Run 1, cells colored by class:
Scale bar: 20 um. Fill, decap, tap and diode cells in gray.
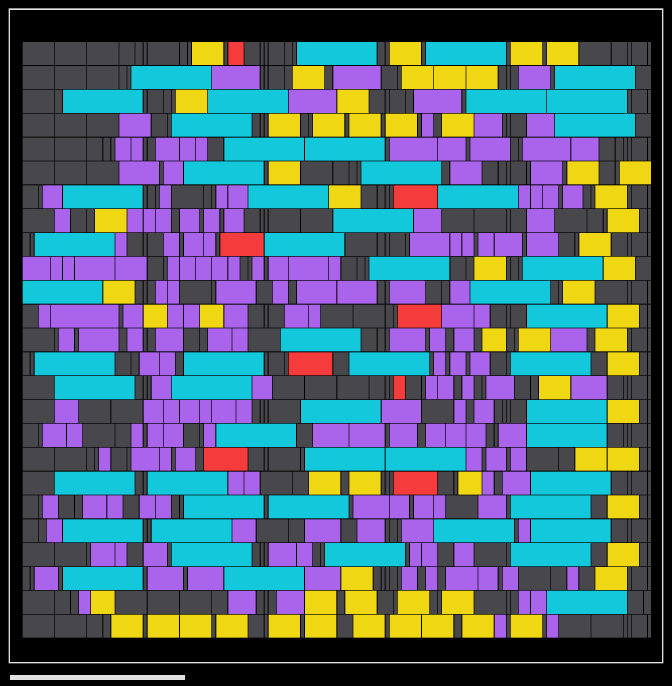
Run 1, sequential cells colored by netlist name:
Other sequential cells in the stronger gray, the rest of the logic in the fainter gray.
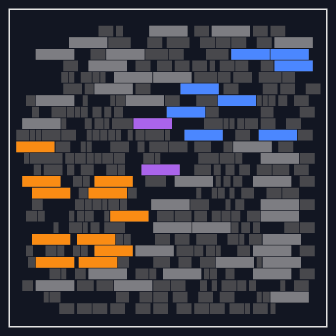
Run 1, clock nets:
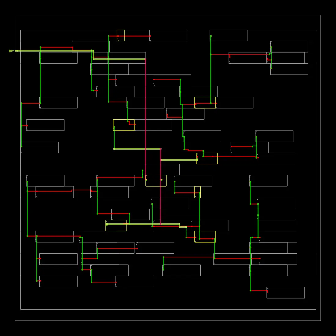
Run 1, logic cells by family:
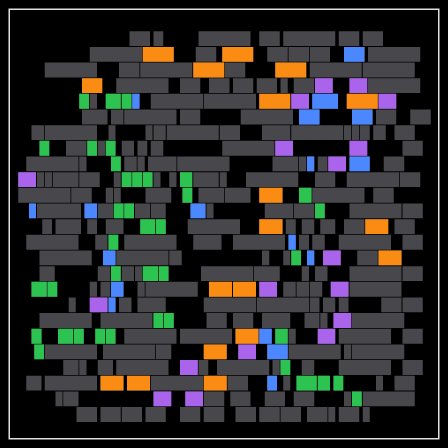
## config.mk

```make
export PLATFORM = sky130hd
export DESIGN_NAME = tennis_responder_flat
export DESIGN_NICKNAME = d
export VERILOG_FILES = /design/src/rtl/tennis_pkg.sv /design/src/rtl/tennis_if.sv /design/src/rtl/tennis_watchdog.sv /design/src/rtl/tennis_responder.sv /design/src/flat_wrapper.sv
export SDC_FILE = /design/constraint.sdc
export NUM_CORES = 1
export LEC_CHECK = 0
export CAP_MARGIN = 25
export CORE_UTILIZATION = 50
export DETAILED_ROUTE_END_ITERATION = 8
export GPL_TIMING_DRIVEN = 1
export PLACE_DENSITY = 0.75
export SYNTH_ARGS = -nofsm -noshare
export SYNTH_HDL_FRONTEND = slang
export SYNTH_HIERARCHICAL = 1
export SYNTH_SLANG_ARGS = --single-unit
```

## constraint.sdc

```tcl
create_clock -name clk -period 2.7 [get_ports clk]
set_input_delay 0.405 -clock clk [delete_from_list [all_inputs] [get_ports clk]]
set_output_delay 0.405 -clock clk [all_outputs]
set_load 0.02 [all_outputs]
```

## src/rtl/tennis_pkg.sv

```systemverilog
// Shared types and constants for the tennis responder.
package tennis_pkg;

   // Responder FSM states.
   typedef enum logic [1:0] {
      LISTEN  = 2'd0,
      ACK     = 2'd1,
      REPLY   = 2'd2,
      TX_BUSY = 2'd3
   } resp_state_t;

   localparam int CNT_W_DEF = 8;

   // Last TX_BUSY cycle index (0-based) before a launch is assumed even if
   // the Encoder never dropped avail: start pulse plus four busy cycles.
   localparam logic [1:0] TX_GRACE_LAST = 2'd3;

   // Worst-case rally round trip: symbol slots per packet times slot length,
   // plus decoder history flush.
   function automatic int tennis_timeout(input int n_mod, input int l,
                                         input int pre_ct, input int n_pkt,
                                         input int hist);
      return ((2 ** n_mod) * l) * (pre_ct + n_pkt / n_mod) + 5 * hist;
   endfunction

   // Link settings: N_MOD=2, L=10, PRE_CT=34, N_PKT=8, HISTORY_SIZE=4.
   localparam int TIMEOUT_DEF = tennis_timeout(2, 10, 34, 8, 4);

endpackage

```

## src/rtl/tennis_if.sv

```systemverilog
// Decoder/Encoder handshake bundle seen by the responder.
interface tennis_if #(
   parameter int N_PKT = 8
);
   logic [N_PKT-1:0] data_DEC;
   logic             avail_DEC;
   logic             error_DEC;
   logic             read_DEC;
   logic             avail_ENC;
   logic             start_ENC;
   logic [N_PKT-1:0] data_ENC;

   // Responder side.
   modport slave (
      input  data_DEC, avail_DEC, error_DEC, avail_ENC,
      output read_DEC, start_ENC, data_ENC
   );

   // Link side (Decoder + Encoder).
   modport master (
      output data_DEC, avail_DEC, error_DEC, avail_ENC,
      input  read_DEC, start_ENC, data_ENC
   );
endinterface

```

## src/rtl/tennis_watchdog.sv

```systemverilog
// Rally watchdog: counts enabled cycles once armed, flags the terminal count.
module tennis_watchdog #(
   parameter int TIMEOUT = 1540
) (
   input  logic clk,
   input  logic rst,
   input  logic clear,
   input  logic arm,
   input  logic en,
   output logic expire
);
   localparam int W = $clog2(TIMEOUT);
   localparam logic [W-1:0] TC = W'(TIMEOUT - 1);

   logic [W-1:0] cnt_q, cnt_d;
   logic         armed_q, armed_d;

   // Clear has priority over counting; arming is sticky until reset.
   always_comb begin
      cnt_d   = cnt_q;
      armed_d = armed_q;
      if (clear) begin
         cnt_d = '0;
      end else if (en && armed_q) begin
         cnt_d = cnt_q + 1'b1;
      end
      if (arm) begin
         armed_d = 1'b1;
      end
   end

   // Counter and arm flag registers.
   always_ff @(posedge clk or posedge rst) begin
      if (rst) begin
         cnt_q   <= '0;
         armed_q <= 1'b0;
      end else begin
         cnt_q   <= cnt_d;
         armed_q <= armed_d;
      end
   end

   assign expire = armed_q && en && (cnt_q == TC);

endmodule

```

## src/rtl/tennis_responder.sv

```systemverilog
// Responder end of the PPM tennis rally: checks serves, launches returns,
// keeps rally/error statistics and retransmits on watchdog expiry.
//
// state   | meaning
// --------+-------------------------------------------------------------
// LISTEN  | waiting for a Decoder packet; watchdog runs once armed
// ACK     | read_DEC pulse; judge captured packet, update statistics
// REPLY   | data_ENC valid; launch start_ENC when the Encoder is idle
// TX_BUSY | Encoder transmitting; wait for busy then idle
module tennis_responder
   import tennis_pkg::*;
#(
   parameter int N_PKT   = 8,
   parameter int TIMEOUT = TIMEOUT_DEF,
   parameter int CNT_W   = CNT_W_DEF
) (
   input  logic             clk,
   input  logic             rst,
   input  logic [N_PKT-1:0] data2send,
   input  logic [N_PKT-1:0] data_expected,
   tennis_if.slave          link,
   output logic             expected_data_received,
   output logic [CNT_W-1:0] rally_count,
   output logic [CNT_W-1:0] err_count,
   output logic             timeout_pulse
);

   resp_state_t      state_q, state_d;
   logic [N_PKT-1:0] cap_data_q, cap_data_d;
   logic             cap_err_q, cap_err_d;
   logic [N_PKT-1:0] data_enc_q, data_enc_d;
   logic             read_dec_q, read_dec_d;
   logic             start_enc_q, start_enc_d;
   logic             timeout_q, timeout_d;
   logic             edr_q, edr_d;
   logic [CNT_W-1:0] rally_q, rally_d;
   logic [CNT_W-1:0] err_q, err_d;
   logic             seen_low_q, seen_low_d;
   logic [1:0]       busy_cnt_q, busy_cnt_d;
   logic             wd_clear, wd_arm, wd_en, wd_expire;

   tennis_watchdog #(.TIMEOUT(TIMEOUT)) u_watchdog (
      .clk    (clk),
      .rst    (rst),
      .clear  (wd_clear),
      .arm    (wd_arm),
      .en     (wd_en),
      .expire (wd_expire)
   );

   // Next-state and registered-output decode. Pulses are computed one cycle
   // ahead so that start_ENC can rise in the first REPLY cycle.
   always_comb begin
      state_d     = state_q;
      cap_data_d  = cap_data_q;
      cap_err_d   = cap_err_q;
      data_enc_d  = data_enc_q;
      read_dec_d  = 1'b0;
      start_enc_d = 1'b0;
      timeout_d   = 1'b0;
      edr_d       = edr_q;
      rally_d     = rally_q;
      err_d       = err_q;
      seen_low_d  = seen_low_q;
      busy_cnt_d  = busy_cnt_q;
      wd_clear    = 1'b0;
      wd_arm      = 1'b0;
      wd_en       = 1'b0;

      case (state_q)
         LISTEN: begin
            // A pending serve masks expiry on the same cycle.
            wd_en = !link.avail_DEC;
            if (link.avail_DEC) begin
               cap_data_d = link.data_DEC;
               cap_err_d  = link.error_DEC;
               read_dec_d = 1'b1;
               wd_clear   = 1'b1;
               state_d    = ACK;
            end else if (wd_expire) begin
               timeout_d   = 1'b1;
               wd_clear    = 1'b1;
               start_enc_d = link.avail_ENC;
               state_d     = REPLY;
            end
         end

         ACK: begin
            if (cap_err_q || (cap_data_q != data_expected)) begin
               if (err_q != '1) begin
                  err_d = err_q + 1'b1;
               end
               state_d = LISTEN;
            end else begin
               rally_d     = rally_q + 1'b1;
               edr_d       = 1'b1;
               data_enc_d  = data2send;
               start_enc_d = link.avail_ENC;
               state_d     = REPLY;
            end
         end

         REPLY: begin
            seen_low_d = 1'b0;
            busy_cnt_d = '0;
            if (start_enc_q) begin
               state_d = TX_BUSY;
            end else if (link.avail_ENC) begin
               start_enc_d = 1'b1;
            end
         end

         TX_BUSY: begin
            seen_low_d = seen_low_q | !link.avail_ENC;
            if (busy_cnt_q != TX_GRACE_LAST) begin
               busy_cnt_d = busy_cnt_q + 1'b1;
            end
            if (link.avail_ENC && (seen_low_q || (busy_cnt_q == TX_GRACE_LAST))) begin
               wd_clear = 1'b1;
               wd_arm   = 1'b1;
               state_d  = LISTEN;
            end
         end

         default: state_d = LISTEN;
      endcase
   end

   // State and output registers; reset drops every output immediately.
   always_ff @(posedge clk or posedge rst) begin
      if (rst) begin
         state_q     <= LISTEN;
         cap_data_q  <= '0;
         cap_err_q   <= 1'b0;
         data_enc_q  <= '0;
         read_dec_q  <= 1'b0;
         start_enc_q <= 1'b0;
         timeout_q   <= 1'b0;
         edr_q       <= 1'b0;
         rally_q     <= '0;
         err_q       <= '0;
         seen_low_q  <= 1'b0;
         busy_cnt_q  <= '0;
      end else begin
         state_q     <= state_d;
         cap_data_q  <= cap_data_d;
         cap_err_q   <= cap_err_d;
         data_enc_q  <= data_enc_d;
         read_dec_q  <= read_dec_d;
         start_enc_q <= start_enc_d;
         timeout_q   <= timeout_d;
         edr_q       <= edr_d;
         rally_q     <= rally_d;
         err_q       <= err_d;
         seen_low_q  <= seen_low_d;
         busy_cnt_q  <= busy_cnt_d;
      end
   end

   assign link.read_DEC          = read_dec_q;
   assign link.start_ENC         = start_enc_q;
   assign link.data_ENC          = data_enc_q;
   assign expected_data_received = edr_q;
   assign rally_count            = rally_q;
   assign err_count              = err_q;
   assign timeout_pulse          = timeout_q;

endmodule

```

## src/flat_wrapper.sv

```systemverilog
// flat-port wrapper written by rule: the top's interface ports become plain ports
module tennis_responder_flat import tennis_pkg::*;
#(
   parameter int N_PKT   = 8,
   parameter int TIMEOUT = TIMEOUT_DEF,
   parameter int CNT_W   = CNT_W_DEF
)
  (clk, rst, data2send, data_expected, expected_data_received, rally_count, err_count, timeout_pulse, link_data_DEC, link_avail_DEC, link_error_DEC, link_avail_ENC, link_read_DEC, link_start_ENC, link_data_ENC);
  tennis_if #(.N_PKT(N_PKT)) link_i ();
  input  logic clk;
  input  logic rst;
  input  logic [N_PKT-1:0] data2send;
  input  logic [N_PKT-1:0] data_expected;
  output logic expected_data_received;
  output logic [CNT_W-1:0] rally_count;
  output logic [CNT_W-1:0] err_count;
  output logic timeout_pulse;
  input wire logic [$bits(link_i.data_DEC)-1:0] link_data_DEC;
  input wire logic [$bits(link_i.avail_DEC)-1:0] link_avail_DEC;
  input wire logic [$bits(link_i.error_DEC)-1:0] link_error_DEC;
  input wire logic [$bits(link_i.avail_ENC)-1:0] link_avail_ENC;
  output wire logic [$bits(link_i.read_DEC)-1:0] link_read_DEC;
  output wire logic [$bits(link_i.start_ENC)-1:0] link_start_ENC;
  output wire logic [$bits(link_i.data_ENC)-1:0] link_data_ENC;
  assign link_i.data_DEC = link_data_DEC;
  assign link_i.avail_DEC = link_avail_DEC;
  assign link_i.error_DEC = link_error_DEC;
  assign link_i.avail_ENC = link_avail_ENC;
  assign link_read_DEC = link_i.read_DEC;
  assign link_start_ENC = link_i.start_ENC;
  assign link_data_ENC = link_i.data_ENC;
  tennis_responder #(.N_PKT(N_PKT), .TIMEOUT(TIMEOUT), .CNT_W(CNT_W)) u_core (.clk(clk), .rst(rst), .data2send(data2send), .data_expected(data_expected), .link(link_i), .expected_data_received(expected_data_received), .rally_count(rally_count), .err_count(err_count), .timeout_pulse(timeout_pulse));
endmodule
```

==> flow.log, run 1 <==
[report] extracting results
INFO  metric grt-ovfl-total = 0
INFO  metric cts_max_path_buffers = 2
INFO  metric final_cell_count_no_fill = 369
INFO  metric synth-adder-area-share = 0.04304
INFO  metric grt_most_used_layer = met2
INFO  metric postCtsSetupRepairBufs = 0
INFO  metric layout.nets = 339
INFO  metric synthAoiAreaFrac = 0.08321
INFO  metric worst_r2r_startpoint = u_core/state_q[0]
INFO  metric detail_route.first_pass.iterations = 4
INFO  metric worst-path-stages = 10
INFO  metric detail_route.wirelength = 4.918 mm
INFO  metric core_region_area = 0.004880 sq mm
INFO  metric nNonClkBuffers = 61
INFO  metric yosysSeqAreaShare = 0.5165
INFO  metric layout.clock_buffers = 7
INFO  metric reg2reg_to = u_core/u_watchdog/cnt_q[1]
INFO  metric mostFrequentLayoutCells = 56 x sky130_fd_sc_hd__clkdlybuf4s50_1, 54 x sky130_fd_sc_hd__dfrtp_1, 18 x sky130_fd_sc_hd__nand2_1
INFO  metric placedInstanceArea = about 0.0033 sq mm
INFO  metric finalHoldViolations = 0
INFO  metric number_of_well_taps = 67
INFO  metric setup_tns = 0 ps
INFO  metric log.warning_count = 30
INFO  metric outcome = finished, final reports clean
INFO  metric muxShareOfSynthArea = 0.08560
INFO  metric worst-endpoint-required = ~2900 ps
INFO  metric period_used_share = 0.8189
INFO  metric netlist.area_leader.share = 0.5165
INFO  metric routed-via-count = 1,966
INFO  metric grt_use_met3 = 0.04743
INFO  metric max_clock_freq = 452.3 MHz
INFO  metric cts-buffers-inserted = 5
INFO  metric synth-seq-cells = 54
INFO  metric grt_util_all_layers = 0.1993
INFO  metric asyncSetResetFlopFracSynth = 1.000
INFO  metric placedCellCount = 361
INFO  metric met1_usage = 0.2581
INFO  metric fp.dieW = approximately 74 um
INFO  metric static-leakage-power = 1.512 nW
INFO  metric seqCellArea = 0.001351 sq mm
INFO  metric smallest_hold_slack = 440.2 ps
INFO  metric floorplan.die.height = 74.34 um
INFO  metric crit_path_cell_trace = inv_1 -> ha_1 -> nor2b_1 -> nand3_1 -> nor4_1 -> and4_1 -> o21ai_0 -> a21oi_1 -> buf_4 -> a21oi_1
INFO  metric power_per_cell_area = 747.2 mW/mm^2
INFO  metric diodes = 0
INFO  metric endpoint_kind = flip-flop
INFO  metric tritoncts = built
INFO  metric final-clk-cell-share = 0.02711
INFO  metric critical_path.startpoint_type = flip-flop
INFO  metric synth_xor_xnor_area_share = 0.06026
INFO  metric cts.root.buffer_cell = sky130_fd_sc_hd__clkbuf_8
INFO  metric area_share_nonclk_buffers = 0.1775
INFO  metric met3RoutedLength = 216 um
Back to the opening pictures, 'cells colored by class':
[yellow] remaining buffers and delay cells | cells: 61 | share of their area: 18%
[purple] combinational and other logic | cells: 179 | share of their area: 38%
[red] clock drivers and dummy loads | cells: 8 | share of their area: 2.8%
[cyan] sequential cells | cells: 54 | share of their area: 41%
post-layout instance area: 0.003369 sq mm
sequential cell area share: 0.4010
post-layout util: 0.6905

Back to the opening pictures, 'sequential cells colored by netlist name':
[blue] `u_core/rally_count` | sequential cells: 8
[purple] `u_core/state_q` | sequential cells: 2
[orange] `u_core/u_watchdog/cnt_q` | sequential cells: 11
not colored: 33

Back to the opening pictures, 'clock nets':
clock skew: 10.28 ps
flip-flops: 54
Worst-Skew Late Latency: 300 ps
P_clk: 0.448 mW

Back to the opening pictures, 'logic cells by family':
[green] aoi and oai cells | cells: 39
[orange] mux cells | cells: 18
[purple] xor and xnor cells | cells: 18
[blue] nor cells | cells: 18

==> run 1: worst min-delay path by stage <==
stage,cells after the start,from,to
finish,2,rst,u_core/u_watchdog/cnt_q[7]
global route,2,rst,u_core/u_watchdog/cnt_q[5]
CTS,2,rst,u_core/u_watchdog/cnt_q[7]
detailed placement,1,u_core/rally_count[7],u_core/rally_count[7]
global placement,1,u_core/expected_data_received,u_core/expected_data_received
floorplan,1,rst,u_core/u_watchdog/armed_q
==> run 1: report_power, final <==
| group | internal [mW] | leakage, nW | switching (mW) |
|---|---|---|---|
| clock network | 0.207 | 0.0482 | 0.241 |
| logic | 0.439 | 0.754 | 0.461 |
| registers | 1.00 | 0.710 | 0.166 |
| total | 1.65 | 1.51 | 0.868 |
==> run 1 -> run 2 <==
--- a/config.mk
+++ b/config.mk
@@ -6,10 +6,10 @@
 export NUM_CORES = 1
 export LEC_CHECK = 0
 export CAP_MARGIN = 25
-export CORE_UTILIZATION = 50
+export CORE_UTILIZATION = 45
 export DETAILED_ROUTE_END_ITERATION = 8
 export GPL_TIMING_DRIVEN = 1
-export PLACE_DENSITY = 0.75
+export PLACE_DENSITY = 0.71
 export SYNTH_ARGS = -nofsm -noshare
 export SYNTH_HDL_FRONTEND = slang
 export SYNTH_HIERARCHICAL = 1
==> constraint.sdc (replaced) <==
create_clock -name clk -period 2 [get_ports clk]
set_input_delay 0.3 -clock clk [delete_from_list [all_inputs] [get_ports clk]]
set_output_delay 0.3 -clock clk [all_outputs]
set_load 0.02 [all_outputs]
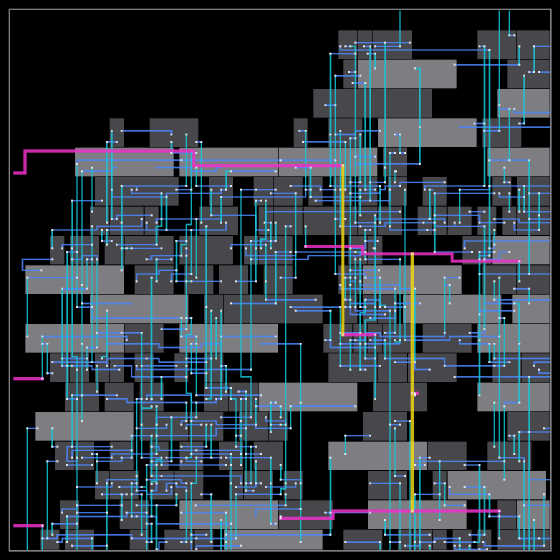
Run 2: layout detail
Region (0, 28) to (50, 78) um. Cells in gray, sequential cells in the stronger gray; small squares are vias.
[yellow] metal 4
[blue] metal 1
[cyan] metal 2
[magenta] metal 3
most frequent: dfrtp_1 (23), nand2_1 (11), a21oi_1 (11)
sequential cells in the window: 23
netlist names of flops here include: `u_core/u_watchdog/cnt_q` (9), `u_core/busy_cnt_q` (2), `u_core/cap_data_q` (2)
cells with their middle in the window: 149

==> run 2 against run 1 <==
  * Power grew 45%
  * Hold slack worse by 100 ps
  * Synthesized area unchanged
  * Maximum frequency grew 17%
  * Combinational power grew 52%
  * Sequential share of layout area is 1.8 points lower
  * Global-route usage decreased by 2.1 points
  * First-iteration DRC count is 49% lower
==> flow.log, run 2 <==
[report] extracting results
INFO  metric cts-buffers-inserted = 5
INFO  metric period_used_share = 0.9440
INFO  metric nNonClkBuffers = about 73
INFO  metric detail_route.wirelength = 5.148 mm
INFO  metric yosysSeqAreaShare = 0.5165
INFO  metric clock_power = 0.702 mW
INFO  metric placedCellCount = between 300 and 400
INFO  metric power_combinational = 1.37 mW
INFO  metric clock_power_share = 0.192
INFO  metric post-route-util = 0.6375
INFO  metric critical_path.startpoint_type = flip-flop
INFO  metric synthAoiAreaFrac = 0.08321
INFO  metric grt-ovfl-total = 0
INFO  metric diodes = 0
INFO  metric power_switching_share = 0.3373
INFO  metric met3RoutedLength = 187 um
INFO  metric seq_share = 0.3826
INFO  metric endpoint_kind = flip-flop
INFO  metric outcome = finished, final reports clean
INFO  metric log.warning_count = 31
INFO  metric grt_most_used_layer = met2
INFO  metric pwr.group.sequential = around 1.6 mW
INFO  metric reg2reg_to = u_core/state_q[1]
INFO  metric power_switching = 1.234 mW
INFO  metric flip_flops = 54
INFO  metric clk_latency = around 300 ps
INFO  metric met1_usage = 0.2229
INFO  metric placedInstanceArea = about 0.0034 sq mm
INFO  metric number_of_well_taps = 72
INFO  metric smallest_hold_slack = about 340 ps
INFO  metric worst-endpoint-required = 2230 ps
INFO  metric layout.nets = 351
INFO  metric fp.dieW = 78.25 um
INFO  metric max_clock_freq = 529.7 MHz
INFO  metric finalHoldViolations = 0
INFO  metric final.setup_skew = 7.277 ps
INFO  metric power.sequential.fraction = 0.434
INFO  metric worst_r2r_startpoint = u_core/state_q[0]
INFO  metric static-leakage-power = 1.585 nW
INFO  metric routed-via-count = 2,004
INFO  metric grt_util_all_layers = 0.1784
INFO  metric cts_max_path_buffers = 2
INFO  metric final-clk-cell-share = 0.03082
INFO  metric design_area = approximately 0.0035 sq mm
INFO  metric top_power_group = sequential cells
INFO  metric intPower = 2.423 mW
INFO  metric synth_xor_xnor_area_share = 0.06026
INFO  metric worst-path-stages = 11
INFO  metric seqCellArea = between 0.001 and 0.0015 sq mm
INFO  metric setup_tns = 0 ps
INFO  metric mostFrequentLayoutCells = 56 x sky130_fd_sc_hd__clkdlybuf4s50_1, 54 x sky130_fd_sc_hd__dfrtp_1, 18 x sky130_fd_sc_hd__nand2_1
INFO  metric rr_worst_depth = 11
INFO  metric muxShareOfSynthArea = 0.08560
INFO  metric crit_path_cell_trace = inv_2 -> ha_4 -> nor2b_4 -> nand3_2 -> nor4_2 -> and4_1 -> buf_4 -> o21ai_1 -> a21oi_2 -> nand2_1 -> o22ai_1
INFO  metric final_cell_count_no_fill = 386
INFO  metric core_region_area = 0.005540 sq mm
INFO  metric tritoncts = built
INFO  metric detail_route.first_pass.iterations = 6
INFO  metric netlist.area_leader.share = 0.5165
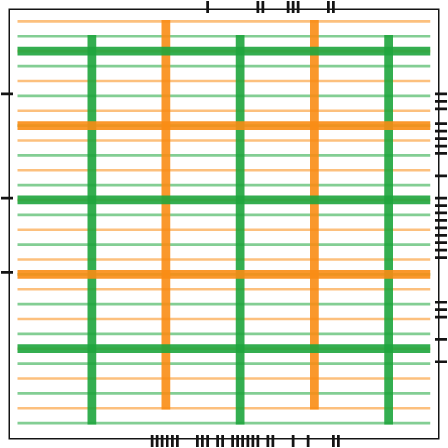
Run 2: PDN straps and rails
Pins as bars on the die edge.
[green] VSS
[orange] VDD
met1 rails: 28
rows: 27
signal pins: 57

## run 2: netlist changes by cell type in the layout (fill, tap and decap cells not counted), moves of 2 or more
cell / before / now
sky130_fd_sc_hd__a21oi_1: 14 / 12
sky130_fd_sc_hd__a21oi_2: 0 / 2
sky130_fd_sc_hd__buf_4: 5 / 15
sky130_fd_sc_hd__inv_1: 16 / 13
sky130_fd_sc_hd__inv_2: 1 / 3
## run 2: cells by family after synthesis
logic type / count (synthesis)
flip-flops: 54
AND-OR/OR-AND: 39
AND/OR/NAND/NOR: 77
buffers and inverters: 22
XOR/XNOR: 18
multiplexers: 18
adder cells (fa/ha/maj): 9
## run 2: timing repair
action,4_1_cts,5_1_grt
setup endpoints to repair,0,13
hold buffers,0,0
endpoints found under the hold margin,0,0
resized,0,8
buffers inserted,0,2
==> run 2 -> run 3 <==
--- a/config.mk
+++ b/config.mk
@@ -6,10 +6,10 @@
 export NUM_CORES = 1
 export LEC_CHECK = 0
 export CAP_MARGIN = 25
-export CORE_UTILIZATION = 45
+export CORE_UTILIZATION = 50
 export DETAILED_ROUTE_END_ITERATION = 8
 export GPL_TIMING_DRIVEN = 1
-export PLACE_DENSITY = 0.71
+export PLACE_DENSITY = 0.75
 export SYNTH_ARGS = -nofsm -noshare
 export SYNTH_HDL_FRONTEND = slang
 export SYNTH_HIERARCHICAL = 1
==> constraint.sdc (replaced) <==
create_clock -name clk -period 1.91 [get_ports clk]
set_input_delay 0.2865 -clock clk [delete_from_list [all_inputs] [get_ports clk]]
set_output_delay 0.2865 -clock clk [all_outputs]
set_load 0.02 [all_outputs]
==> run 3 against run 2 <==
  * Final cell count rose by 0.78%
  * Sequential power increased by 3%
  * Flip-flop count unchanged
  * Largest power group unchanged
  * Global-route usage is 3.0 points higher
==> flow.log, run 3 <==
[report] extracting results
INFO  metric outcome = finished, final reports clean
INFO  metric crit_path_cell_trace = inv_2 -> ha_4 -> nor2b_4 -> nand3_2 -> nor4_1 -> and4_1 -> buf_4 -> o21ai_2 -> a21oi_2 -> buf_4 -> o22ai_2
INFO  metric met3RoutedLength = 221 um
INFO  metric critical_path.startpoint_type = flip-flop
INFO  metric mostFrequentLayoutCells = 56 x sky130_fd_sc_hd__clkdlybuf4s50_1, 54 x sky130_fd_sc_hd__dfrtp_1, 24 x sky130_fd_sc_hd__buf_4
INFO  metric number_of_well_taps = approximately 67
INFO  metric setup_tns = 0 ps
INFO  metric rr_worst_depth = 11
INFO  metric log.warning_count = 32
INFO  metric placedInstanceArea = 0.003428 sq mm
INFO  metric cts_hold_repair.buffers = 0
INFO  metric cts.root.buffer_cell = sky130_fd_sc_hd__clkbuf_8
INFO  metric final-clk-cell-share = 0.02540
INFO  metric detail_route.wirelength = 5.397 mm
INFO  metric diodes = 0
INFO  metric layout.nets = 359
INFO  metric yosysSeqAreaShare = 0.5165
INFO  metric worst-path-stages = 11
INFO  metric post_cts_resize_count = 0
INFO  metric grt_use_met3 = 0.04607
INFO  metric number_of_global_route_vias_before_repair = 1,921
INFO  metric post-route-util = 0.7369
INFO  metric static-leakage-power = 1.639 nW
INFO  metric asyncSetResetFlopFracSynth = 1.000
INFO  metric seq_share = 0.3758
INFO  metric nNonClkBuffers = a little over 80
INFO  metric area_share_nonclk_buffers = 0.2116
INFO  metric cts_max_path_buffers = 2
INFO  metric routed-via-count = 2,042
INFO  metric design_area = 0.003596 sq mm
INFO  metric endpoint_kind = flip-flop
INFO  metric reg2reg_to = u_core/state_q[1]
INFO  metric detail_route.first_pass.iterations = 4
INFO  metric seqCellArea = 0.001351 sq mm
INFO  metric grt-ovfl-total = 0
INFO  metric finalHoldViolations = 0
INFO  metric floorplan.die.height = 74.34 um
INFO  metric postCtsSetupRepairBufs = 0
INFO  metric grt_util_all_layers = 0.2084
INFO  metric power_per_cell_area = 1079 mW/mm^2
INFO  metric core_region_area = 0.004880 sq mm
INFO  metric worst_r2r_startpoint = u_core/state_q[1]
INFO  metric synth-seq-cells = 54
INFO  metric period_used_share = 0.9800
==> run 3: power by group <==
| part | internal (mW) | total, mW | leakage (nW) | switching, mW |
|---|---|---|---|---|
| Combinational | 0.818 | 1.60 | 0.881 | 0.780 |
| Sequential | 1.42 | 1.64 | 0.710 | 0.222 |
| Clock | 0.293 | 0.642 | 0.0482 | 0.349 |
| Total | 2.53 | 3.88 | 1.64 | 1.35 |
==> run 3: logic make-up (layout without fill, tap and decap cells) <==
kind of cell,after synthesis,count (layout),share of synthesized area
XOR/XNOR,18,18,0.06026
buffers and inverters,22,107,0.03348
adder cells (fa/ha/maj),9,9,0.04304
AND-OR/OR-AND,39,39,0.08322
multiplexers,18,18,0.08561
flip-flops,54,54,0.5165
AND/OR/NAND/NOR,77,77,0.1779
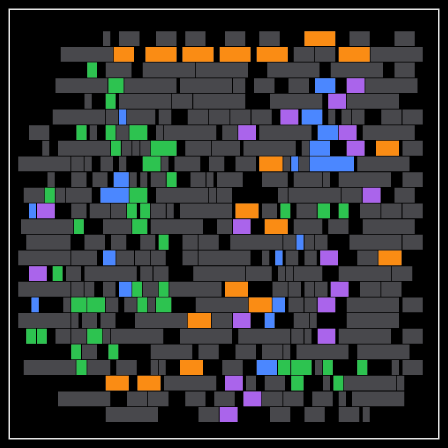
Run 3: logic cells by family
[purple] xor and xnor cells | cells: 18
[orange] mux cells | cells: 18
[green] aoi and oai cells | cells: 39
[blue] nor cells | cells: 18
most common library cell in the layout ignoring fill and taps: sky130_fd_sc_hd__clkdlybuf4s50_1
fraction of area in multi-input gates: 0.3452
number of standard cells in the final layout excluding fillers: 389

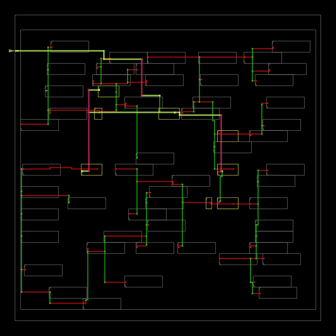
Run 3: clock nets
CTS Sinks: 54
clock skew: 7.769 ps
P_clk: 0.642 mW
TritonCTS Buffers: 5
CLK BUF: 7

Power figures rest on the tool's default switching activity, not on a simulated workload.
